`config.mk`:
```
export PLATFORM = sky130hd
export DESIGN_NAME = reg_4b
export DESIGN_NICKNAME = d
export VERILOG_FILES = /design/src/rtl/reg_4b.sv
export SDC_FILE = /design/constraint.sdc
export NUM_CORES = 1
export LEC_CHECK = 0
export ABC_AREA = 0
export CORE_AREA = 3 3 40 42
export CTS_CLUSTER_SIZE = 14
export DETAILED_ROUTE_END_ITERATION = 10
export DIE_AREA = 0 0 43 45
export PLACE_DENSITY_LB_ADDON = 0.08
export SYNTH_ARGS = -nofsm -noshare
export SYNTH_HDL_FRONTEND = slang
export SYNTH_SLANG_ARGS = --single-unit
export TNS_END_PERCENT = 5
```
`constraint.sdc`:
```
create_clock -name clk -period 2.2 [get_ports clk]
set_clock_uncertainty 0.1 [all_clocks]
set_input_delay 0.66 -clock clk [delete_from_list [all_inputs] [get_ports clk]]
set_output_delay 0.66 -clock clk [all_outputs]
set_load 0.01 [all_outputs]
```
`src/rtl/reg_4b.sv`:
```
// reg_4b: parallel-load data register with load enable and asynchronous clear.
// Holds a WIDTH-bit value. It loads din on a rising clk edge when ld is high.
// While rst is high it is forced to RESET_VALUE. dOut comes straight from the flops.
module reg_4b #(
  parameter int unsigned           WIDTH       = 4,
  parameter logic [WIDTH-1:0]      RESET_VALUE = '0
) (
  input  logic             clk,
  input  logic             rst,
  input  logic             ld,
  input  logic [WIDTH-1:0] din,
  output logic [WIDTH-1:0] dOut
);

  logic [WIDTH-1:0] data_reg;
  logic [WIDTH-1:0] data_next;

  // Next value: capture din when ld is high, otherwise recirculate the stored value.
  always_comb begin
    data_next = data_reg;
    if (ld) begin
      data_next = din;
    end
  end

  // Storage flops. rst is asynchronous, takes priority and clears without a clock.
  always_ff @(posedge clk or posedge rst) begin
    if (rst) begin
      data_reg <= RESET_VALUE;
    end else begin
      data_reg <= data_next;
    end
  end

  assign dOut = data_reg;

endmodule

```
### Placement by cell class

Fill, decap, tap and diode cells in grey.
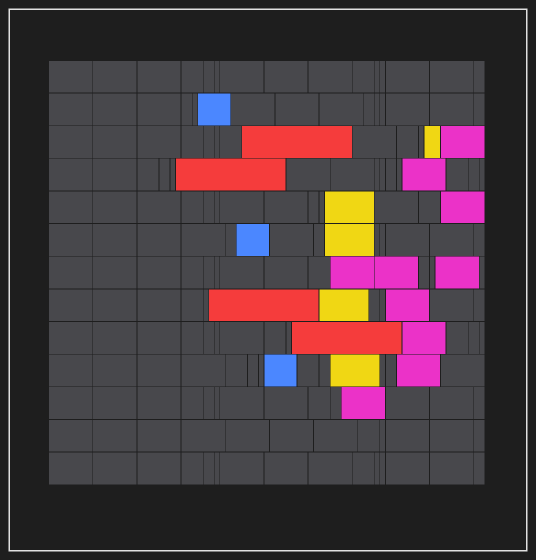
- cells driving clock nets: blue (cells 3)
- flip-flops: red (cells 4)
- all other logic: yellow (cells 5)
- other buffers and delay cells: magenta (cells 10)
Core Region: 1280 µm²
row count: 13
Final Cell Area: 290 µm²
fin util: 22.6%

### Nets reached from selected ports

Scale bar: 10 µm.
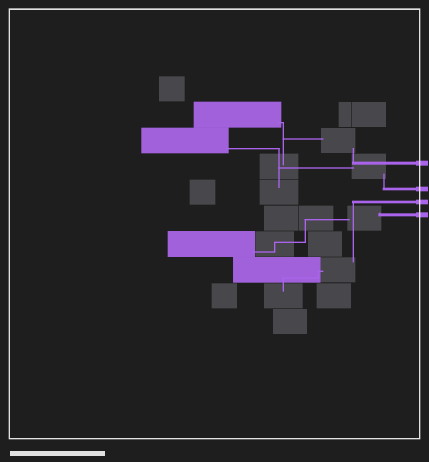
- `dOut`: purple (direction output; end cells 4; buffers 4; wire 76.4 µm)

==> GITHUB_STEP_SUMMARY <==
### Metrics collected by this job

| Metric | Value |
|---|---|
| Number of cells in Yosys stat | 9 |
| Unrepaired setup endpoints after global routing | no |
| Yosys warnings | 0 |
| Largest net degree at the start of global routing | 5 |
| Worst flop-to-flop path startpoint | dOut[1] |
| Register area | between 100 and 150 µm² |
| Clock transition at path regs | 0.04 ns |
| Synthesized registers | 4 |
| Leak | around 0.12 nW |
| Count of tool warnings | 26 |
| CTS tree | built |
| Number of global-route vias before repair | approximately 130 |
| I/O pins | 11 |
| Max VDD drop | 0.131 mV |
| ANT nets after route | 0 |
| Crit end category | output pin |
| Final worst path period need | ~1.9 ns |
| Initial Utilization | 11.6% |
| Top Layout Cells | clkdlybuf4s50_1, mux2_2, dfrtp_1 |
| Comb. cell area | roughly 45 µm² |
| Nets | 31 |
| CTS resizes | 0 |
| FF-to-FF path depth | 1 |
| CP Depth | 1 |
| Max reg flops | 4 |
| Die W | between 40 and 50 µm |
| Drt via density | between 3 and 4 |
| Antenna fix cells | 0 |
| Initial antenna violation count | 0 |
| CTS sink count | 4 |
| Sequential cell area fraction in the yosys report | between 60% and 70% |
| Clock root buffer | clkbuf_4 |
| Worst path cell trace | clkdlybuf4s50_1 |
| Hold_sp | dOut[3] |
| Cell area after synthesis | approximately 150 µm² |
| Clk ins delay skew pair | roughly 0.23 ns |
| Total Routing Usage GR | under 10% |
| First-pass GRT wire length | around 520 µm |
| Number of buffers added on ports | 10 |
| Routed wire length | roughly 360 µm |
| CP Buf/Inv Count | 1 |
| Cell family with most CP delay | buffers and inverters |
| Drt wl/cell | 9.70 µm |
| Worst hold slack | 0.400 ns |
| Endpoints failing setup | 0 |
| Number of buffers created by CTS | 3 |
| Setup crit start kind | flop |
| Avg Inst Size Synth | 16.5 µm² |
| Least-Margin Pin Slew | about 0.17 ns |
| Post-Synthesis Cells | 9 |
| Worst Path Arrival | 1.10 ns |
| Final Slew Violations | 0 |
| Slew headroom | roughly nine tenths |
| Pwr/cell area | 730 nW/µm² |
| Worst EP required | 1.44 ns |
| Pwr Total | about 0.00021 W |
| Hold Crit Class | reg2reg |
| Fill count | about 150 |
| Slowest cell on crit path | clkdlybuf4s50_1 |
| Synth-to-layout area growth | 95.0% |
| Yosys top cell by area | dfrtp_1 |
| H-tree levels | 1 |
| Initial DRC count | 0 |
| Crit-path max FO | 2 |
| Top-area cell share | between 60% and 70% |
| DR vias | roughly 120 |
| Syn nets | 16 |
| Die H | roughly 45 µm |
| Final Hold Viols | 0 |
| DIE AREA | between 1500 and 2000 µm² |
| Share of layout cells above drive strength 1 | about a third |
| CP Capture Point | dOut[1] |
| Crit Path Class | reg2out |
| R2r endpoint | dOut[1] |
| Status | completed |
| Synth area leaders | dfrtp_1, mux2_2, inv_1 |
-- per-layer routing --
layer / vias up / global-route usage (%) / routed length, µm
li1: 57 / - / -
met5: - / 0 / 0
met2: 11 / 4.79 / 120
met1: 53 / 3.64 / 165
met4: 0 / 5.42 / 0
met3: 0 / 4.78 / 72
-- where the power goes --
group	switching [W]	total (W)	internal (W)
Sequential	0.00000348	0.0000849	0.0000814
Combinational	0.0000118	0.0000397	0.0000279
Clock	0.0000264	0.0000871	0.0000608
Total	0.0000416	0.000212	0.000170
-- logic make-up after synthesis --
family                 count (synthesis)  share of synthesized area (%)
buffers and inverters                  1                           2.52
DFF                                    4                           67.2
muxes                                  4                           30.2
-- final cells by class --
cell class | instances | area share [%]
timing repair buffer | 10 | 34.5
clock buffer | 3 | 7.76
sequential | 4 | 34.5
multi-input combinational | 4 | 15.5
inverter | 1 | 1.29
tap | 15 | 6.47
-- worst min-delay path by stage --
stage	cells past startpoint	endpoint
3_5_place_dp	1	dOut[3]
3_3_place_gp	1	dOut[0]
4_1_cts	1	dOut[3]
5_1_grt	1	dOut[3]
2_1_floorplan	1	dOut[0]
6_report	1	dOut[3]
-- synthesized netlist by cell type, drive strengths merged --
library cell  instances
dfrtp                 4
mux2                  4
inv                   1
-- through the flow --
step	setup WS [ns]	cell area [µm²]	std cells
6_report	0.341	290	37
5_1_grt	0.283	290	37
4_1_cts	0.320	290	37
3_5_place_dp	0.403	268	34
3_3_place_gp	0.386	268	34
2_1_floorplan	1.02	149	9
Power figures rest on the tool's default switching activity, not on a simulated workload.
